File: src/rtl/mem_bridge.sv
// Core-side memory bridge: classifies core requests, drives one byte-enabled
// cyc/ack bus cycle at a time, and returns extended read data or a fault code.
module mem_bridge #(
    parameter int unsigned TIMEOUT_CYCLES = 64
) (
    input  logic        sys_clk,
    input  logic        i_reset,
    input  logic        i_req,
    input  logic [31:0] i_addr,
    input  logic [31:0] i_wr_data,
    input  logic [2:0]  i_rd_mask,
    input  logic [1:0]  i_wr_mask,
    output logic        o_ack,
    output logic [31:0] o_rd_data,
    output logic        o_fault,
    output logic [1:0]  o_fault_code,
    output logic        o_busy,
    output logic        o_bus_cyc,
    output logic        o_bus_we,
    output logic [29:0] o_bus_addr,
    output logic [3:0]  o_bus_sel,
    output logic [31:0] o_bus_wdata,
    input  logic        i_bus_ack,
    input  logic        i_bus_err,
    input  logic [31:0] i_bus_rdata
);

    localparam int unsigned CW = (TIMEOUT_CYCLES > 1) ? $clog2(TIMEOUT_CYCLES) : 1;
    localparam logic [1:0] FC_NONE  = 2'd0;
    localparam logic [1:0] FC_ALIGN = 2'd1;
    localparam logic [1:0] FC_BUS   = 2'd2;
    localparam logic [1:0] FC_TMO   = 2'd3;

    typedef enum logic [1:0] {S_IDLE, S_BUS, S_RESP} state_t;

    state_t         state_q, state_d;
    logic           ack_q, ack_d, fault_q, fault_d, busy_q, busy_d;
    logic [1:0]     code_q, code_d, pend_q, pend_d, lo_q, lo_d;
    logic [31:0]    rd_data_q, rd_data_d, wdata_q, wdata_d;
    logic           cyc_q, cyc_d, we_q, we_d;
    logic [29:0]    addr_q, addr_d;
    logic [3:0]     sel_q, sel_d;
    logic [2:0]     rdm_q, rdm_d;
    logic [CW-1:0]  cnt_q, cnt_d;

    // Request classification, evaluated on the raw core inputs while idle
    logic       rd_act_c, wr_act_c, is_w_c, is_h_c, fast_c, timeout_c;
    logic [1:0] fast_code_c;
    logic [3:0] sel_c;
    logic [31:0] wdata_c, ext_c;
    logic [7:0]  byte_c;
    logic [15:0] half_c;

    always_comb begin
        rd_act_c = (i_rd_mask != 3'd0) && (i_rd_mask < 3'd6);
        wr_act_c = (i_wr_mask != 2'd0);
        is_w_c   = rd_act_c ? (i_rd_mask == 3'd1) : (i_wr_mask == 2'd1);
        is_h_c   = rd_act_c ? (i_rd_mask == 3'd2 || i_rd_mask == 3'd3) : (i_wr_mask == 2'd2);
        fast_c      = 1'b1;
        fast_code_c = FC_NONE;
        if (rd_act_c && wr_act_c) begin
            fast_code_c = FC_ALIGN;
        end else if (!rd_act_c && !wr_act_c) begin
            fast_code_c = FC_NONE;
        end else if ((is_w_c && i_addr[1:0] != 2'b00) || (is_h_c && i_addr[0])) begin
            fast_code_c = FC_ALIGN;
        end else begin
            fast_c = 1'b0;
        end
        if (is_w_c) begin
            sel_c   = 4'b1111;
            wdata_c = i_wr_data;
        end else if (is_h_c) begin
            sel_c   = i_addr[1] ? 4'b1100 : 4'b0011;
            wdata_c = {2{i_wr_data[15:0]}};
        end else begin
            sel_c   = 4'b0001 << i_addr[1:0];
            wdata_c = {4{i_wr_data[7:0]}};
        end
    end

    // Load lane extraction and extension from the latched size/offset
    always_comb begin
        case (lo_q)
            2'd0:    byte_c = i_bus_rdata[7:0];
            2'd1:    byte_c = i_bus_rdata[15:8];
            2'd2:    byte_c = i_bus_rdata[23:16];
            default: byte_c = i_bus_rdata[31:24];
        endcase
        half_c = lo_q[1] ? i_bus_rdata[31:16] : i_bus_rdata[15:0];
        case (rdm_q)
            3'd1:    ext_c = i_bus_rdata;
            3'd2:    ext_c = {{16{half_c[15]}}, half_c};
            3'd3:    ext_c = {16'd0, half_c};
            3'd4:    ext_c = {{24{byte_c[7]}}, byte_c};
            3'd5:    ext_c = {24'd0, byte_c};
            default: ext_c = 32'd0;
        endcase
    end

    assign timeout_c = (cnt_q == CW'(TIMEOUT_CYCLES - 1));

    always_ff @(posedge sys_clk or posedge i_reset) begin
        if (i_reset) begin
            state_q <= S_IDLE;
        end else begin
            state_q <= state_d;
        end
    end

    always_comb begin
        state_d = state_q;
        case (state_q)
            S_IDLE: if (i_req) state_d = fast_c ? S_RESP : S_BUS;
            S_BUS:  if (i_bus_err || i_bus_ack || timeout_c) state_d = S_RESP;
            default: state_d = S_IDLE;
        endcase
    end

    // Fast-path RESP raises o_ack on its exit edge; bus termination raises it directly
    always_comb begin
        ack_d     = 1'b0;
        fault_d   = 1'b0;
        code_d    = FC_NONE;
        busy_d    = (state_d != S_IDLE);
        rd_data_d = rd_data_q;
        cyc_d     = cyc_q;
        we_d      = we_q;
        addr_d    = addr_q;
        sel_d     = sel_q;
        wdata_d   = wdata_q;
        cnt_d     = cnt_q;
        lo_d      = lo_q;
        rdm_d     = rdm_q;
        pend_d    = pend_q;
        case (state_q)
            S_IDLE: begin
                if (i_req) begin
                    lo_d   = i_addr[1:0];
                    rdm_d  = i_rd_mask;
                    pend_d = fast_code_c;
                    cnt_d  = '0;
                    if (!fast_c) begin
                        cyc_d   = 1'b1;
                        we_d    = wr_act_c;
                        addr_d  = i_addr[31:2];
                        sel_d   = sel_c;
                        wdata_d = wdata_c;
                    end
                end
            end
            S_BUS: begin
                if (i_bus_err || i_bus_ack || timeout_c) begin
                    ack_d     = 1'b1;
                    cyc_d     = 1'b0;
                    we_d      = 1'b0;
                    sel_d     = 4'd0;
                    rd_data_d = 32'd0;
                    if (i_bus_err) begin
                        fault_d = 1'b1;
                        code_d  = FC_BUS;
                    end else if (i_bus_ack) begin
                        rd_data_d = ext_c;
                    end else begin
                        fault_d = 1'b1;
                        code_d  = FC_TMO;
                    end
                end else begin
                    cnt_d = cnt_q + CW'(1);
                end
            end
            default: begin
                if (!ack_q) begin
                    ack_d     = 1'b1;
                    fault_d   = (pend_q != FC_NONE);
                    code_d    = pend_q;
                    rd_data_d = 32'd0;
                end
            end
        endcase
    end

    always_ff @(posedge sys_clk or posedge i_reset) begin
        if (i_reset) begin
            ack_q     <= 1'b0;
            fault_q   <= 1'b0;
            code_q    <= FC_NONE;
            busy_q    <= 1'b0;
            rd_data_q <= 32'd0;
            cyc_q     <= 1'b0;
            we_q      <= 1'b0;
            addr_q    <= 30'd0;
            sel_q     <= 4'd0;
            wdata_q   <= 32'd0;
            cnt_q     <= '0;
            lo_q      <= 2'd0;
            rdm_q     <= 3'd0;
            pend_q    <= FC_NONE;
        end else begin
            ack_q     <= ack_d;
            fault_q   <= fault_d;
            code_q    <= code_d;
            busy_q    <= busy_d;
            rd_data_q <= rd_data_d;
            cyc_q     <= cyc_d;
            we_q      <= we_d;
            addr_q    <= addr_d;
            sel_q     <= sel_d;
            wdata_q   <= wdata_d;
            cnt_q     <= cnt_d;
            lo_q      <= lo_d;
            rdm_q     <= rdm_d;
            pend_q    <= pend_d;
        end
    end

    assign o_ack        = ack_q;
    assign o_rd_data    = rd_data_q;
    assign o_fault      = fault_q;
    assign o_fault_code = code_q;
    assign o_busy       = busy_q;
    assign o_bus_cyc    = cyc_q;
    assign o_bus_we     = we_q;
    assign o_bus_addr   = addr_q;
    assign o_bus_sel    = sel_q;
    assign o_bus_wdata  = wdata_q;

endmodule

File: config.mk
export PLATFORM = sky130hd
export DESIGN_NAME = mem_bridge
export DESIGN_NICKNAME = d
export VERILOG_FILES = /design/src/rtl/mem_bridge.sv
export SDC_FILE = /design/constraint.sdc
export NUM_CORES = 1
export LEC_CHECK = 0
export CAP_MARGIN = 25
export CORE_UTILIZATION = 45
export DETAILED_ROUTE_END_ITERATION = 16
export PLACE_DENSITY = 0.81
export SLEW_MARGIN = 20
export SYNTH_ARGS = -nofsm -noshare
export SYNTH_HDL_FRONTEND = slang
export SYNTH_SLANG_ARGS = --single-unit
File: constraint.sdc
create_clock -name sys_clk -period 4.7 [get_ports sys_clk]
set_input_delay 1.175 -clock sys_clk [delete_from_list [all_inputs] [get_ports sys_clk]]
set_output_delay 1.175 -clock sys_clk [all_outputs]
set_load 0.005 [all_outputs]
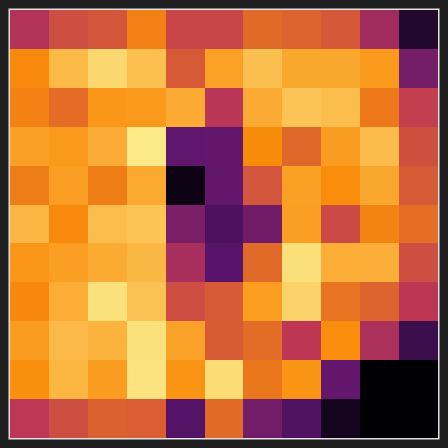
**Above:** run 1 (placement density heat map).
The die is cut into 11 by 11 equal tiles; black is low, pale yellow is high, 0 to 100% covered.
- tiles over 75% full: 45%
- fullest tile: 96%
- emptiest ninth of the die: lower right
- mean over tiles: 64%
- nearly empty tiles: 3.3%

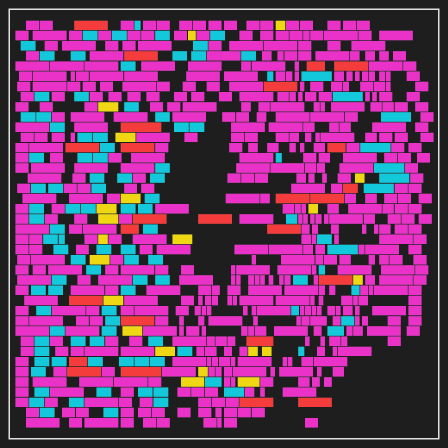
**Above:** run 1 (drive-strength map).
- cyan: _2 cells (cells 107; share 16%; most used mux2_2)
- red: _6 and larger (cells 25; share 3.7%; most used clkbuf_16)
- magenta: _0 and _1 cells (cells 522; share 77%; most used clkdlybuf4s50_1)
- yellow: _3 and _4 cells (cells 21; share 3.1%; most used mux2_4)

==> reports/results.txt, run 1 <==
Vias: 4593
And+or+nand+nor area frac: 8.25%
Count of flip-flops with a built-in enable after synthesis: 0
Max-slew headroom at the worst pin: 39.7%
Data arrival time of the critical path: 3460 ps
Multi-input gate area in the final layout: 2540 sq um
Data required time of the critical path: 4990 ps
CTS tree: yes
Count of boundary I/O pins: 211
Combined global-route utilization of all metal layers: 25.5%
Met2 Routed Length: 7760 um
Launch point of the critical path: i_rd_mask[1]
Share of synthesized area occupied by flip-flops and latches: 52.5%
OpenROAD warning count: 26
Startpoint kind of the worst setup timing path: input port
Proportion of netlist area held by the largest area contributor: 52.5%
Final weighted congestion in routability-driven placement: 0.878
Remaining Overflow, GRT: 0
Adder and majority cell fraction of the synthesized area: 0.221%
Power Internal: 3.17 mW
Most numerous logic cell after layout: sky130_fd_sc_hd__clkdlybuf4s50_1
Status: completed
Seq cells: 119
Total number of cells along the worst setup path: 7
Floorplan row count: 40
Insertion Delay late pin: 420 ps
Multiplexer area fraction after synthesis: 24.0%
Top fanout value on the critical path: 69
Sequential share of cell area: 35.0%
Routed metal-1 wirelength: 6180 um
Unrepaired setup endpoints after global routing: false
Library cell used as clock root buffer: sky130_fd_sc_hd__clkbuf_16
Worst Reg2Reg Path Length in Cells: 5
Part of the power in the clock network: 29.1%
Total design power: 4.39 mW
Clock Power: 1.28 mW
Combinational share of cell area: 29.8%
Category of the worst setup path capture point: flop
Number of optimization iterations in the first detailed-route pass: 5
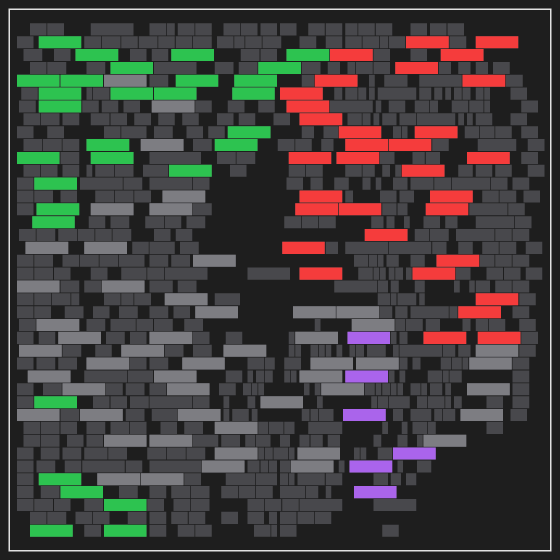
**Above:** run 1 (where the registers sit).
Other sequential cells in the stronger gray, the rest of the logic in the fainter gray.
- purple: cnt_q (flops 6)
- red: o_rd_data (flops 32)
- green: o_bus_addr (flops 30)
- not colored: 51

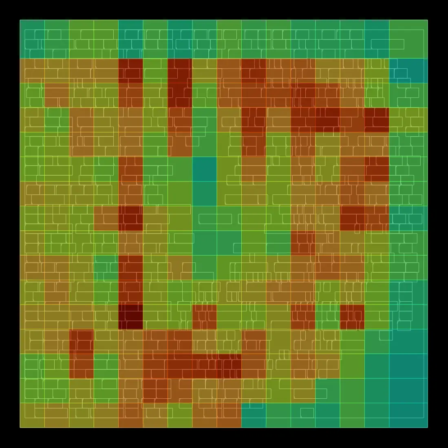
**Above:** run 1 (track usage over the die).
routed len/inst: 18.9 um
grt met2 use: 41.9%

==> run 1 -> run 2 <==
--- a/config.mk
+++ b/config.mk
@@ -6,9 +6,9 @@
 export NUM_CORES = 1
 export LEC_CHECK = 0
 export CAP_MARGIN = 25
-export CORE_UTILIZATION = 45
+export CORE_UTILIZATION = 40
 export DETAILED_ROUTE_END_ITERATION = 16
-export PLACE_DENSITY = 0.81
+export PLACE_DENSITY = 0.76
 export SLEW_MARGIN = 20
 export SYNTH_ARGS = -nofsm -noshare
 export SYNTH_HDL_FRONTEND = slang
==> constraint.sdc (replaced) <==
create_clock -name sys_clk -period 2.81 [get_ports sys_clk]
set_input_delay 0.7025 -clock sys_clk [delete_from_list [all_inputs] [get_ports sys_clk]]
set_output_delay 0.7025 -clock sys_clk [all_outputs]
set_load 0.005 [all_outputs]
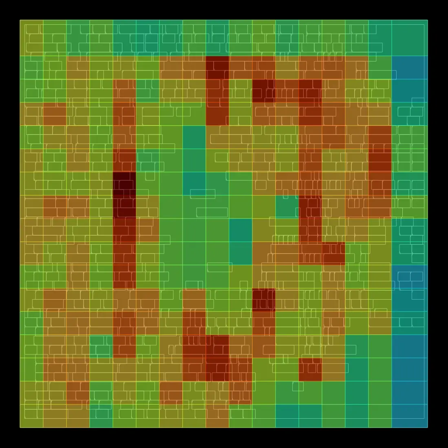
**Above:** run 2 (track usage over the die).
grt met2 use: 39.3%
combined global-route utilization of all metal layers: 23.8%
met3 global-route usage: 10.4%
routed len/inst: 18.9 um
Global Route met1 Usage: 26.6%

==> run 2 against run 1 <==
Against the previous run: flip-flop count did not move; sequential share of layout area fell by 1.2 points; combinational power rose by 73%; routed wire length rose by 4.4%; final cell count rose by 4.0%.
==> reports/results.txt, run 2 <==
Post-CTS sizing: 0
Adder and majority cell fraction of the synthesized area: 0.221%
CTS tree: yes
Startpoint kind of the worst setup timing path: input port
Launch point of the critical path: i_wr_mask[0]
Post-Synth XOR/XNOR Area: 0.772%
Number of optimization iterations in the first detailed-route pass: 5
Final weighted congestion in routability-driven placement: 0.804
Unrepaired setup endpoints after global routing: false
And+or+nand+nor area frac: 8.25%
Count of instantiated cells in the yosys netlist: 450
Max-slew headroom at the worst pin: 55.7%
Library cell used as clock root buffer: sky130_fd_sc_hd__clkbuf_16
Most numerous logic cell after layout: sky130_fd_sc_hd__clkdlybuf4s50_1
Multiplexer area fraction after synthesis: 24.0%
Sequential share of cell area: 33.8%
Proportion of netlist area held by the largest area contributor: 52.5%
Power Internal: 5.58 mW
Total design power: 7.64 mW
Clock Power: 2.36 mW
Data arrival time of the critical path: 2800 ps
Seq cells: 119
Vias: 4690
Count of boundary I/O pins: 211
Quantity of hold-fixing buffers added after cts: 0
Count of flip-flops with a built-in enable after synthesis: 0
Worst hold margin: 479 ps
Combinational share of cell area: 28.8%
Part of the power in the clock network: 30.9%
Multi-input gate area in the final layout: 2540 sq um
Worst Reg2Reg Path Length in Cells: 5
Category of the worst setup path capture point: flop
Share of synthesized area occupied by flip-flops and latches: 52.5%
Status: completed
Data required time of the critical path: 3120 ps
Filler Cell Count: 1067
Met2 Routed Length: 8150 um
Fin nets: 791
Total number of cells along the worst setup path: 8
Floorplan row count: 43
Signal inverters: 4
==> run 2 -> run 3 <==
==> constraint.sdc (replaced) <==
create_clock -name sys_clk -period 2.81 [get_ports sys_clk]
set_input_delay 0.562 -clock sys_clk [delete_from_list [all_inputs] [get_ports sys_clk]]
set_output_delay 0.562 -clock sys_clk [all_outputs]
set_load 0.005 [all_outputs]
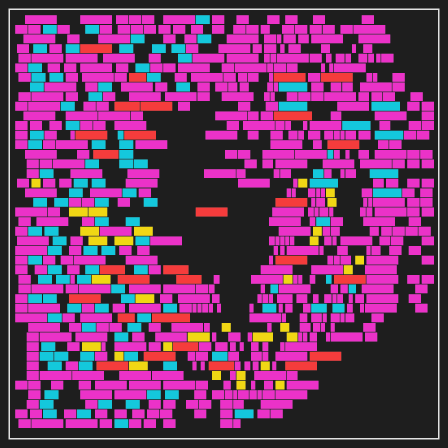
**Above:** run 3 (drive-strength map).
post-route cell area: 8680 sq um
number of buffers outside the clock class in the layout: 232
worst-case setup margin in the final layout: 449 ps
Area growth, synth to finish: 53.1%

==> run 3 against run 2 <==
Against the previous run: largest power group is now sequential cells; via count shrank 2.3%; combinational power down 2%; sequential power about the same; synthesized cell count stayed put; clock skew down 5.3 ps; hold slack about the same; routed wire length down 4.4%; highest routed layer unchanged; clock power down 12%; die area stayed put; final cell count down 1.1%; first-iteration DRC count is 17% higher.
==> reports/results.txt, run 3 <==
Proportion of netlist area held by the largest area contributor: 52.5%
Count of boundary I/O pins: 211
Routed len/inst: 18.3 um
Data required time of the critical path: 3110 ps
Final weighted congestion in routability-driven placement: 0.805
Top fanout value on the critical path: 25
Unrepaired setup endpoints after global routing: false
Routed metal-1 wirelength: 6260 um
Library cell used as clock root buffer: sky130_fd_sc_hd__clkbuf_16
Category of the worst setup path capture point: flop
Total design power: 7.32 mW
Worst Reg2Reg Path Length in Cells: 5
Worst hold margin: 479 ps
And+or+nand+nor area frac: 8.25%
Status: completed
Seq cells: 119
Met2 Routed Length: 7740 um
Power Internal: 5.31 mW
Multiplexer area fraction after synthesis: 24.0%
OpenROAD warning count: 26
Met3 global-route usage: 9.73%
Post-CTS sizing: 0
Fin nets: 782
Most numerous logic cell after layout: sky130_fd_sc_hd__clkdlybuf4s50_1
Floorplan row count: 43
Sequential share of cell area: 34.3%
Global Route met1 Usage: 25.1%
Clock Power: 2.08 mW
Share of synthesized area occupied by flip-flops and latches: 52.5%
Total number of cells along the worst setup path: 8
Count of instantiated cells in the yosys netlist: 450
Quantity of hold-fixing buffers added after cts: 0
Combinational share of cell area: 29.3%
Startpoint kind of the worst setup timing path: input port
Launch point of the critical path: i_wr_mask[1]
Insertion Delay late pin: 410 ps
Part of the power in the clock network: 28.4%
Grt met2 use: 37.8%
Remaining Overflow, GRT: 0
Multi-input gate area in the final layout: 2540 sq um
Post-Synth XOR/XNOR Area: 0.772%
Count of flip-flops with a built-in enable after synthesis: 0
CTS tree: yes
Data arrival time of the critical path: 2660 ps
No activity file was given, so power comes from the tool's default toggle rates.
